==> run_1/final_placement.png <==
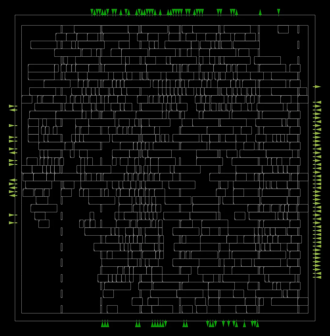
==> run_1/cell_classes.png <==
Bar = 20 um. Fill, decap, tap and diode cells in grey.
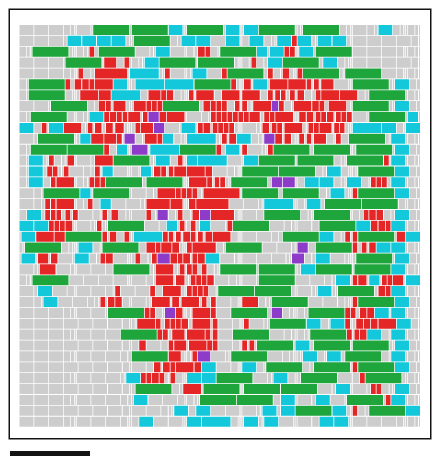
==> run_1/metal_stack.png <==
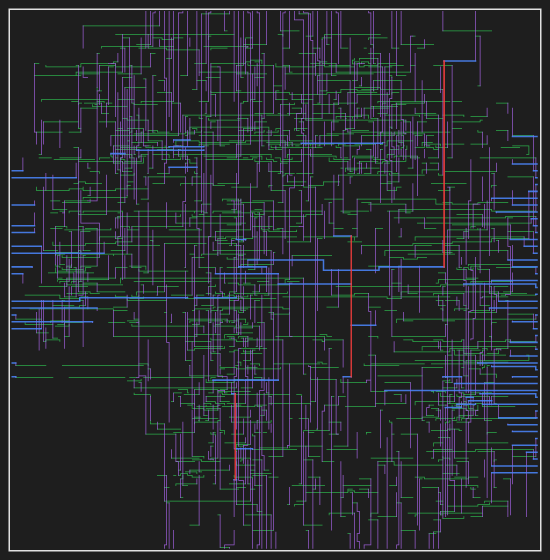
===== src/rtl/draw_sprite_if.sv =====
// vga_if: pixel-pipeline bundle of raster counts, sync/blank flags and colour.
interface vga_if;
    logic [10:0] vcount;
    logic [10:0] hcount;
    logic        vsync;
    logic        hsync;
    logic        vblnk;
    logic        hblnk;
    logic [11:0] rgb;

    modport in  (input  vcount, hcount, vsync, hsync, vblnk, hblnk, rgb);
    modport out (output vcount, hcount, vsync, hsync, vblnk, hblnk, rgb);
endinterface


===== src/rtl/draw_sprite.sv =====
// draw_sprite: ROM-backed sprite overlay with colour key, mirroring and animation;
// a two-stage vga_if pipeline stage.
module draw_sprite #(
    parameter int          SPRITE_W   = 64,
    parameter int          SPRITE_H   = 64,
    parameter int          FRAMES     = 4,
    parameter int          FRAME_DIV  = 8,
    parameter bit          TRANSP_EN  = 1'b1,
    parameter logic [11:0] TRANSP_KEY = 12'hF0F,
    localparam int         XW = $clog2(SPRITE_W),
    localparam int         YW = $clog2(SPRITE_H),
    localparam int         FW = (FRAMES > 1) ? $clog2(FRAMES) : 1,
    localparam int         DW = (FRAME_DIV > 1) ? $clog2(FRAME_DIV) : 1
) (
    input  logic              clk60MHz,
    input  logic              rst_n,
    input  logic [10:0]       xpos,
    input  logic [10:0]       ypos,
    input  logic              mirror,
    input  logic              anim_en,
    input  logic [11:0]       rgb_pixel,
    output logic [FW+YW+XW-1:0] pixel_addr,
    vga_if.in                 in,
    vga_if.out                out
);
    logic [10:0]   xpos_s, ypos_s;
    logic          mirror_s, vblnk_prev;
    logic [DW-1:0] div_cnt;
    logic [FW-1:0] frame_idx;
    logic [XW-1:0] dx;
    logic [YW-1:0] dy;
    logic [11:0]   h12, v12;
    logic          hit0, hit1, key_hit;
    logic [10:0]   vcount1, hcount1;
    logic          vsync1, hsync1, vblnk1, hblnk1;
    logic [11:0]   rgb1;

    assign dx = XW'(in.hcount - xpos_s);
    assign dy = YW'(in.vcount - ypos_s);
    // SPRITE_W is a power of two, so W-1-dx is the bitwise complement
    assign pixel_addr = {frame_idx, dy, mirror_s ? ~dx : dx};

    // 12-bit compare keeps a sprite near 2047 from wrapping onto column/row 0
    assign h12  = {1'b0, in.hcount};
    assign v12  = {1'b0, in.vcount};
    assign hit0 = !in.vblnk && !in.hblnk &&
                  h12 >= {1'b0, xpos_s} && h12 < {1'b0, xpos_s} + 12'(SPRITE_W) &&
                  v12 >= {1'b0, ypos_s} && v12 < {1'b0, ypos_s} + 12'(SPRITE_H);
    assign key_hit = TRANSP_EN && (rgb_pixel == TRANSP_KEY);

    always_ff @(posedge clk60MHz or negedge rst_n) begin
        if (!rst_n) begin
            xpos_s     <= '0;
            ypos_s     <= '0;
            mirror_s   <= 1'b0;
            vblnk_prev <= 1'b0;
            div_cnt    <= '0;
            frame_idx  <= '0;
        end else begin
            vblnk_prev <= in.vblnk;
            if (in.vblnk && !vblnk_prev) begin
                xpos_s   <= xpos;
                ypos_s   <= ypos;
                mirror_s <= mirror;
                if (anim_en) begin
                    div_cnt <= (div_cnt == DW'(FRAME_DIV - 1)) ? '0 : div_cnt + 1'b1;
                    if (div_cnt == DW'(FRAME_DIV - 1))
                        frame_idx <= (frame_idx == FW'(FRAMES - 1)) ? '0 : frame_idx + 1'b1;
                end
            end
        end
    end

    // hit is judged with the shadows current when the pixel's address was issued
    always_ff @(posedge clk60MHz or negedge rst_n) begin
        if (!rst_n) begin
            vcount1 <= '0;
            hcount1 <= '0;
            vsync1  <= 1'b0;
            hsync1  <= 1'b0;
            vblnk1  <= 1'b0;
            hblnk1  <= 1'b0;
            rgb1    <= '0;
            hit1    <= 1'b0;
        end else begin
            vcount1 <= in.vcount;
            hcount1 <= in.hcount;
            vsync1  <= in.vsync;
            hsync1  <= in.hsync;
            vblnk1  <= in.vblnk;
            hblnk1  <= in.hblnk;
            rgb1    <= in.rgb;
            hit1    <= hit0;
        end
    end

    always_ff @(posedge clk60MHz or negedge rst_n) begin
        if (!rst_n) begin
            out.vcount <= '0;
            out.hcount <= '0;
            out.vsync  <= 1'b0;
            out.hsync  <= 1'b0;
            out.vblnk  <= 1'b0;
            out.hblnk  <= 1'b0;
            out.rgb    <= '0;
        end else begin
            out.vcount <= vcount1;
            out.hcount <= hcount1;
            out.vsync  <= vsync1;
            out.hsync  <= hsync1;
            out.vblnk  <= vblnk1;
            out.hblnk  <= hblnk1;
            out.rgb    <= (hit1 && !key_hit) ? rgb_pixel : rgb1;
        end
    end
endmodule


===== src/flat_wrapper.sv =====
// flat-port wrapper written by rule: the top's interface ports become plain ports
module draw_sprite_flat 
#(
    parameter int          SPRITE_W   = 64,
    parameter int          SPRITE_H   = 64,
    parameter int          FRAMES     = 4,
    parameter int          FRAME_DIV  = 8,
    parameter bit          TRANSP_EN  = 1'b1,
    parameter logic [11:0] TRANSP_KEY = 12'hF0F,
    localparam int         XW = $clog2(SPRITE_W),
    localparam int         YW = $clog2(SPRITE_H),
    localparam int         FW = (FRAMES > 1) ? $clog2(FRAMES) : 1,
    localparam int         DW = (FRAME_DIV > 1) ? $clog2(FRAME_DIV) : 1
)
  (clk60MHz, rst_n, xpos, ypos, mirror, anim_en, rgb_pixel, pixel_addr, in_vcount, in_hcount, in_vsync, in_hsync, in_vblnk, in_hblnk, in_rgb, out_vcount, out_hcount, out_vsync, out_hsync, out_vblnk, out_hblnk, out_rgb);
  vga_if in_i ();
  vga_if out_i ();
  input  logic clk60MHz;
  input  logic rst_n;
  input  logic [10:0] xpos;
  input  logic [10:0] ypos;
  input  logic mirror;
  input  logic anim_en;
  input  logic [11:0] rgb_pixel;
  output logic [FW+YW+XW-1:0] pixel_addr;
  input wire logic [$bits(in_i.vcount)-1:0] in_vcount;
  input wire logic [$bits(in_i.hcount)-1:0] in_hcount;
  input wire logic [$bits(in_i.vsync)-1:0] in_vsync;
  input wire logic [$bits(in_i.hsync)-1:0] in_hsync;
  input wire logic [$bits(in_i.vblnk)-1:0] in_vblnk;
  input wire logic [$bits(in_i.hblnk)-1:0] in_hblnk;
  input wire logic [$bits(in_i.rgb)-1:0] in_rgb;
  output wire logic [$bits(out_i.vcount)-1:0] out_vcount;
  output wire logic [$bits(out_i.hcount)-1:0] out_hcount;
  output wire logic [$bits(out_i.vsync)-1:0] out_vsync;
  output wire logic [$bits(out_i.hsync)-1:0] out_hsync;
  output wire logic [$bits(out_i.vblnk)-1:0] out_vblnk;
  output wire logic [$bits(out_i.hblnk)-1:0] out_hblnk;
  output wire logic [$bits(out_i.rgb)-1:0] out_rgb;
  assign in_i.vcount = in_vcount;
  assign in_i.hcount = in_hcount;
  assign in_i.vsync = in_vsync;
  assign in_i.hsync = in_hsync;
  assign in_i.vblnk = in_vblnk;
  assign in_i.hblnk = in_hblnk;
  assign in_i.rgb = in_rgb;
  assign out_vcount = out_i.vcount;
  assign out_hcount = out_i.hcount;
  assign out_vsync = out_i.vsync;
  assign out_hsync = out_i.hsync;
  assign out_vblnk = out_i.vblnk;
  assign out_hblnk = out_i.hblnk;
  assign out_rgb = out_i.rgb;
  draw_sprite #(.SPRITE_W(SPRITE_W), .SPRITE_H(SPRITE_H), .FRAMES(FRAMES), .FRAME_DIV(FRAME_DIV), .TRANSP_EN(TRANSP_EN), .TRANSP_KEY(TRANSP_KEY)) u_core (.clk60MHz(clk60MHz), .rst_n(rst_n), .xpos(xpos), .ypos(ypos), .mirror(mirror), .anim_en(anim_en), .rgb_pixel(rgb_pixel), .pixel_addr(pixel_addr), .in(in_i), .out(out_i));
endmodule

===== config.mk =====
export PLATFORM = sky130hd
export DESIGN_NAME = draw_sprite_flat
export DESIGN_NICKNAME = d
export VERILOG_FILES = /design/src/rtl/draw_sprite_if.sv /design/src/rtl/draw_sprite.sv /design/src/flat_wrapper.sv
export SDC_FILE = /design/constraint.sdc
export NUM_CORES = 1
export LEC_CHECK = 0
export ABC_AREA = 1
export CAP_MARGIN = 20
export CORE_AREA = 2 2 103 105
export CTS_BUF_LIST = sky130_fd_sc_hd__clkbuf_4
export CTS_CLUSTER_DIAMETER = 60
export CTS_CLUSTER_SIZE = 25
export DETAILED_ROUTE_END_ITERATION = 16
export DIE_AREA = 0 0 105 107
export PLACE_DENSITY = 0.75
export SETUP_SLACK_MARGIN = 0.15
export SYNTH_ARGS = -nofsm -noshare
export SYNTH_HDL_FRONTEND = slang
export SYNTH_SLANG_ARGS = --single-unit

===== constraint.sdc =====
create_clock -name clk60MHz -period 2.5 [get_ports clk60MHz]
set_input_delay 0.25 -clock clk60MHz [delete_from_list [all_inputs] [get_ports clk60MHz]]
set_output_delay 0.25 -clock clk60MHz [all_outputs]
set_load 0.05 [all_outputs]

==> qor.yml, run 1 <==
outcome:
  status: "complete, no violations"
grt:
  grt_overflow: 0
clocking:
  cts_max_path_buffers: 2
  clk_pin_slew_worst_paths_ns: 0.17
detailed_routing:
  drt_iter0_markers: 176
  num_vias: 3367
  dr.pass1.iters: 4
floorplan:
  fp.dieH_um: 107
  num_rows: 37
  fp_util_pct: 44.53
  die_w_um: 105
cells_and_area:
  design_area_um2: 6261
  sh_comb_area_pct: 26.78
  nClkBuffers: 9
  flops: 105
  largestRegisters: "u_core.out.rgb x12, u_core.rgb1 x12"
yosys:
  yosysWarnings: 0
  yosysTopAreaCellShare_pct: 58.46
  fp_nets: 557
  ys_cells: 442
  syn_inst: 442
hold_path:
  hp-start: "in_vsync"
  min_path_cells: 1
final_timing:
  setup_viol: 0
  hold_violations: 0
setup_path:
  crit_path_end: "pixel_addr[10]"
  r2r_cells: 10
  worst-path-buf-inv: 1
  cpMaxStageDelayCell: "dfrtp_1"
power_and_ir_drop:
  p_sw_share_pct: 36.65
  seqPwrFrac_pct: 43.5
  clkPwrFrac_pct: 18.3
  p_int_uw: 2797
place:
  hpwl_mm: 7.659
  pre_cts_ws_ns: 0.09673
## Picture notes: final_placement.png
fin cells: 725
flop share of the area: 41.97%
well-tap cell count: 136
Core ar.: 10090 um^2

## Picture notes: cell_classes.png
- all other logic: red (cells 329)
- clock drivers and dummy loads: purple (cells 16)
- flops: green (cells 105)
- other buffers and delay cells: cyan (cells 139)

## Picture notes: metal_stack.png
- met3: blue (wire length 569 um)
- met1: green (wire length 4060 um)
- met2: purple (wire length 4970 um)
- met4: red (wire length 85.7 um)

==> run 2, diff against run 1 <==
Settings changed: CORE_AREA 2 2 103 105 to 2 2 99 101, DIE_AREA 0 0 105 107 to 0 0 101 103, PLACE_DENSITY 0.75 to 0.81, TNS_END_PERCENT set to 20.
==> run_2/metal_stack.png <==
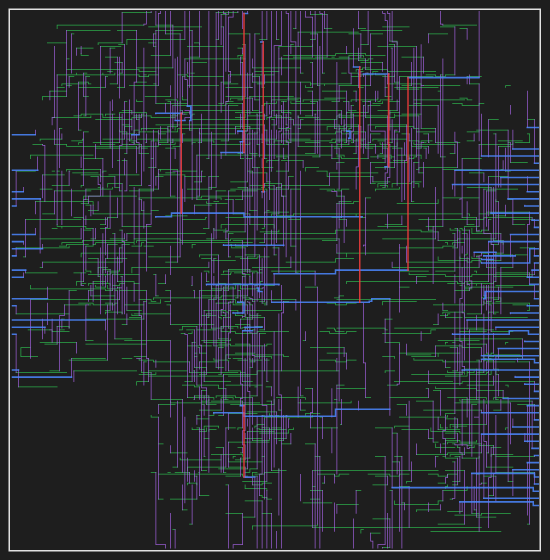
- met3: blue (wire length 643 um)
- met4: red (wire length 187 um)
- met2: purple (wire length 5060 um)
- met1: green (wire length 4210 um)

==> run_2/met1.png <==
Supply wires on this layer in grey.
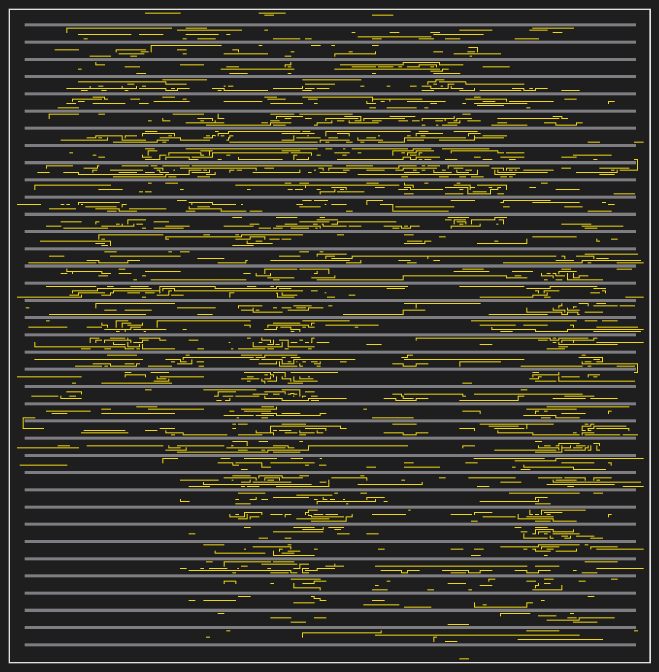
- share of all routed wire: 42%
- nets with wire on the layer: 621

==> qor.yml, run 2 <==
final_timing:
  hold_violations: 0  # unchanged
  setup_viol: 0  # unchanged
detailed_routing:
  dr.pass1.iters: 4  # unchanged
  drt_iter0_markers: 138  # was 176
  num_vias: 3440  # was 3367
power_and_ir_drop:
  p_sw_share_pct: 34.94  # was 36.65%
cells_and_area:
  largestRegisters: "u_core.out.rgb x12, u_core.rgb1 x12"  # unchanged
  stdcell_count: 703  # was 725
  flops: 105  # unchanged
  design_area_um2: 6266  # was 6261 um^2
yosys:
  yosysTopAreaCellShare_pct: 58.46  # unchanged
  fp_nets: 557  # unchanged
  yosysWarnings: 0  # unchanged
  ys_cells: 442  # unchanged
place:
  hpwl_mm: 7.712  # was 7.659 mm
  pre_cts_ws_ns: 0.08580  # was 0.09673 ns
floorplan:
  coreArea_um2: 9459  # was 10090 um^2
grt:
  grt_overflow: 0  # unchanged
setup_path:
  r2r_cells: 10  # unchanged
  cpMaxStageDelayCell: "dfrtp_1"  # unchanged
outcome:
  status: "complete, no violations"  # unchanged
==> run_2/wire_density.png <==
20 x 21 tiles, from black (low) to pale yellow (high), scaled to the fullest tile. Values are wire area over tile area, all layers added.
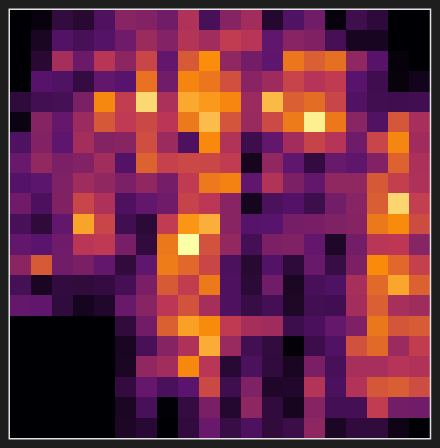
- fullest tile: 0.47
- emptiest ninth of the die: south-west
- nearly empty tiles: 11%

